==> config.mk <==
export PLATFORM = sky130hd
export DESIGN_NAME = vector_mem_seq
export DESIGN_NICKNAME = d
export VERILOG_FILES = /design/src/rtl/vector_mem_seq.sv
export SDC_FILE = /design/constraint.sdc
export NUM_CORES = 1
export LEC_CHECK = 0
export CORE_MARGIN = 2
export CORE_UTILIZATION = 37
export DETAILED_ROUTE_END_ITERATION = 7
export MAX_ROUTING_LAYER = met4
export PLACE_DENSITY = 0.86
export SLEW_MARGIN = 0
export SYNTH_ARGS = -nofsm -noshare
export SYNTH_HDL_FRONTEND = slang
export SYNTH_SLANG_ARGS = --single-unit
==> constraint.sdc <==
create_clock -name clk -period 2.5 [get_ports clk]
set_input_delay 0.5 -clock clk [delete_from_list [all_inputs] [get_ports clk]]
set_output_delay 0.5 -clock clk [all_outputs]
set_load 0.1 [all_outputs]
==> src/rtl/vector_mem_seq.sv <==
// Vector load/store sequencer: walks VLEN elements from base_addr by stride,
// one memory access per element, writing loaded elements back to the vector register.
module vector_mem_seq #(
   parameter int VLEN   = 8,
   parameter int ADDR_W = 8,
   parameter int DATA_W = 16,
   localparam int EW    = (VLEN > 2) ? $clog2(VLEN) : 1
) (
   input  logic              clk,
   input  logic              reset,
   input  logic              start,
   input  logic              is_store,
   input  logic [ADDR_W-1:0] base_addr,
   input  logic [ADDR_W-1:0] stride,
   output logic              busy,
   output logic              done,
   output logic              mem_req,
   output logic              mem_wr,
   output logic [ADDR_W-1:0] mem_addr,
   input  logic              mem_ack,
   input  logic [DATA_W-1:0] mem_rdata,
   output logic [DATA_W-1:0] mem_wdata,
   output logic [EW-1:0]     elem_idx,
   input  logic [DATA_W-1:0] vreg_rdata,
   output logic              vreg_we,
   output logic [DATA_W-1:0] vreg_wdata
);

   typedef enum logic [1:0] {IDLE, ACCESS, DONE} state_t;

   localparam logic [EW-1:0] LAST = EW'(VLEN - 1);

   state_t            state_q, state_d;
   logic [EW-1:0]     elem_q, elem_d;
   logic [ADDR_W-1:0] addr_q, addr_d;
   logic [ADDR_W-1:0] stride_q, stride_d;
   logic              st_q, st_d;

   always_ff @(posedge clk or posedge reset) begin
      if (reset) begin
         state_q  <= IDLE;
         elem_q   <= '0;
         addr_q   <= '0;
         stride_q <= '0;
         st_q     <= 1'b0;
      end else begin
         state_q  <= state_d;
         elem_q   <= elem_d;
         addr_q   <= addr_d;
         stride_q <= stride_d;
         st_q     <= st_d;
      end
   end

   always_comb begin
      state_d  = state_q;
      elem_d   = elem_q;
      addr_d   = addr_q;
      stride_d = stride_q;
      st_d     = st_q;
      busy     = 1'b0;
      done     = 1'b0;
      mem_req  = 1'b0;
      mem_wr   = 1'b0;
      vreg_we  = 1'b0;
      case (state_q)
         IDLE: begin
            // The base address lives in addr_q from here on; only stride and
            // direction need their own copies.
            if (start) begin
               st_d     = is_store;
               stride_d = stride;
               elem_d   = '0;
               addr_d   = base_addr;
               state_d  = ACCESS;
            end
         end
         ACCESS: begin
            busy    = 1'b1;
            mem_req = 1'b1;
            mem_wr  = st_q;
            if (mem_ack) begin
               vreg_we = ~st_q;
               if (elem_q == LAST) begin
                  state_d = DONE;
               end else begin
                  elem_d = elem_q + 1'b1;
                  addr_d = addr_q + stride_q;
               end
            end
         end
         DONE: begin
            busy    = 1'b1;
            done    = 1'b1;
            state_d = IDLE;
         end
         default: state_d = IDLE;
      endcase
   end

   assign mem_addr   = addr_q;
   assign elem_idx   = elem_q;
   assign mem_wdata  = vreg_rdata;
   assign vreg_wdata = mem_rdata;

endmodule

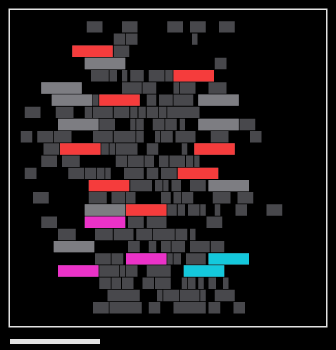
ff_map.png
The bar under the picture is 20 µm long.
legend:
  magenta:
    netlist_name: `elem_idx`
    sequential_cells: 3
  cyan:
    netlist_name: `state_q`
    sequential_cells: 2
  red:
    netlist_name: `mem_addr`
    sequential_cells: 8
not colored: 9

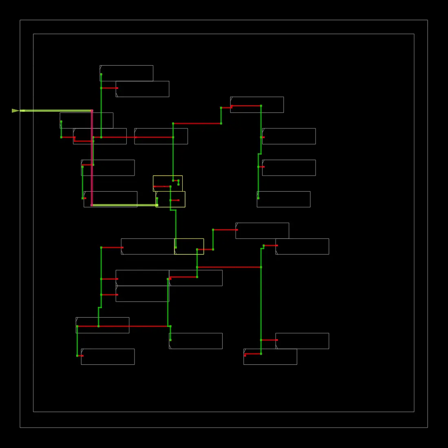
clock_nets.png
Num CTS Buffers: 3
number of clock buffers in the layout: 3
Flops: 22
Sink Count: 22

==> qor.yml <==
finish:
  layout_top_cells: "22 x dfrtp_1, 20 x clkdlybuf4s50_1, 15 x buf_4, 13 x ha_1, 12 x nand2_1"
  logic_gate_count: 97
  layout.cells.non_filler: 219
  comb_area_um2: 779.5
  clock_area_frac: 0.02249
  fillers: 411
  dominant_cells: "combinational gates"
  nNonClkInverters: 7
  nets: 237
  seq_area_frac: 0.2999
  layout-drive-gt1-share: 0.2455
  buffer_area_frac: 0.2031
  regArea_um2: 550.5
  final_common_cell: "dfrtp_1"
sta:
  relSlewSlack: 0.6260
  finalCriticalPeriod_ns: 2.079
  tns_ns: 0
  fmax_ghz: 0.4809
  slew_violations: 0
  hold_slack_ns: 0.5188
  setup_viol: 0
  hold_viol: 0
  rsz0062_at_grt: "no"
  finalCritPeriodShare: 0.8318
  worstMarginPinSlew_ns: 0.5610
cts:
  cts_resized: 0
  cts_max_path_buffers: 2
  cts_setup_buffers: 0
  cts-root-buf: "clkbuf_8"
  htree_levels: 1
  cts_tree: "built"
  cts_hold_buf: 0
  clk_pin_slew_worst_paths_ns: 0.08
floorplan:
  fp.dieH_um: 70.41
  io_pins: 101
  row_count: 24
  dieArea_mm2: 0.004957
  nWellTaps: 52
  initCoreUtil: 0.3800
  die_w_um: 70.41
route:
  dr.pass1.iters: 4
  vias_per_cell: 5.027
  first_iter_violations: 26
  drc: 0
  detail_route.wl_per_cell_um: 13.45
  drtAntennaViolNets: 0
yosys:
  top_logic_kind: "buffers and inverters"
  area_leaders: "dfrtp_1 34%, buf_4 15%, ha_1 11%"
  top_area_cell: "dfrtp_1"
  ff_type: "dfrtp_1"
  synth-async-reset-ratio: 1.000
  simple_gate_share: 0.1104
  syn_nets: 230
  avgSynthCellArea_um2: 10.07
  synth.most_common_cell: "buf_4"
  ys_sh_mux: 0.1058
  synthesis.instances: 162
  adder_share: 0.1196
  netlist_area_mm2: 0.001632
  yosys.stat.seqShare: 0.3374
  yosys_cells: 162
setup_path:
  crit_path_end_kind: "register"
  r2r-start: "elem_idx[0]"
  cp_cell_sequence: "ha_1 > ha_1 > nand2b_4 > a211o_1 > o21ai_1 > and4b_1 > nor3_2"
  crit_path_start: "elem_idx[0]"
  reg2regPathDepth: 7
  cp_common_cell: "ha_1"
  slowest_stage: "a211o_1"
  crit_arrival_ns: 2.22
  endpoint: "mem_addr[7]"
  reg2reg_to: "mem_addr[7]"
  path_delay_family: "AND-OR/OR-AND gates"
  critPathKind: "reg2reg"
  start_kind: "register"
  reg2reg_slack_ns: 0.42
  path_depth: 7
  cpPeakStageDelay_ns: 0.51
global_routing:
  grt_pass1_vias: 1183
  overflow: 0
  grt_pass1_wl_um: 5313
  grt_antenna_before_repair: 0
worst_hold_path:
  worstHoldStart: "stride_q[4]"
  hold_path_end: "stride_q[4]"
  holdPathStages: 1
  hold_class: "reg2reg"
place:
  dp_hpwl_um: 2335
  portBuffers: 36
  globalplace.congestion: 0.8806
  post-place-cells: 216
  pre_cts_slack_ns: 0.2811
job:
  tool_warnings: 31
  drv_cap: 0
outcome:
  outcome: "completed"
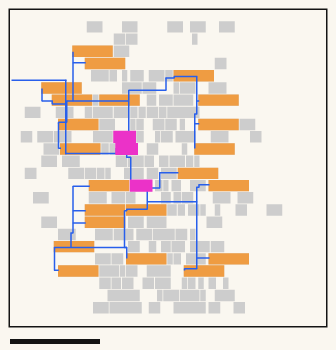
clock_wires.png
The bar under the picture is 20 µm long.
legend:
  magenta:
    item: clock-net drivers
    count: 3
  blue:
    item: clock wires
    length: 268 µm
  orange:
    item: flip-flops
    count: 22
routed clock nets: 4
Clock Skew: 0.004204 ns
Worst-Skew Late Latency: 0.25 ns

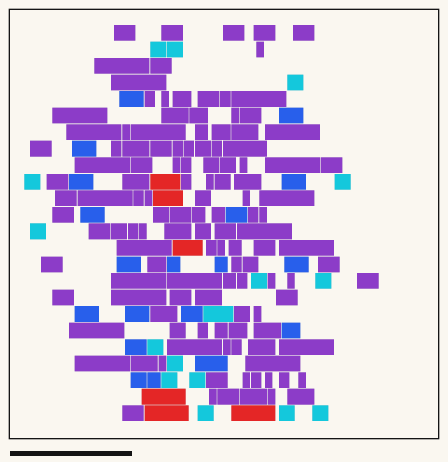
sizing.png
The bar under the picture is 20 µm long.
legend:
  purple:
    size: x1 and smaller
    cells: 126
    share: 75%
    most_used: dfrtp_1
  blue:
    size: x2
    cells: 19
    share: 11%
    most_used: mux2_2
  cyan:
    size: x3 and x4
    cells: 16
    share: 9.6%
    most_used: buf_4
  red:
    size: x6 and larger
    cells: 6
    share: 3.6%
Signal buffers: 38
Final Cell Area: 0.001836 mm²
fin worst setup slack: 0.4206 ns
synth-to-layout area growth: 12.50%

[worst reg2reg max path, delay by kind of cell, from the launching register on]
kind                       cells  cell delay [ns]
and+or+nand+nor                3             0.40
DFF                            1             0.41
adders and majority gates      2             0.43
AOI/OAI and AO/OA              2             0.72
[registers in the layout, indices dropped and copies added (netlist names)]
| register | cells |
|---|---|
| elem_idx | 3 |
| mem_addr | 8 |
| st_q | 1 |
| state_q | 2 |
| stride_q | 8 |
[routing by layer]
layer / up-vias / GRT usage / routed length (µm)
li1: 537 / - / -
met1: 525 / 0.1577 / 1345
met2: 31 / 0.2254 / 1427
met3: 8 / 0.02165 / 139
met4: 0 / 0.03632 / 34
met5: - / - / 0
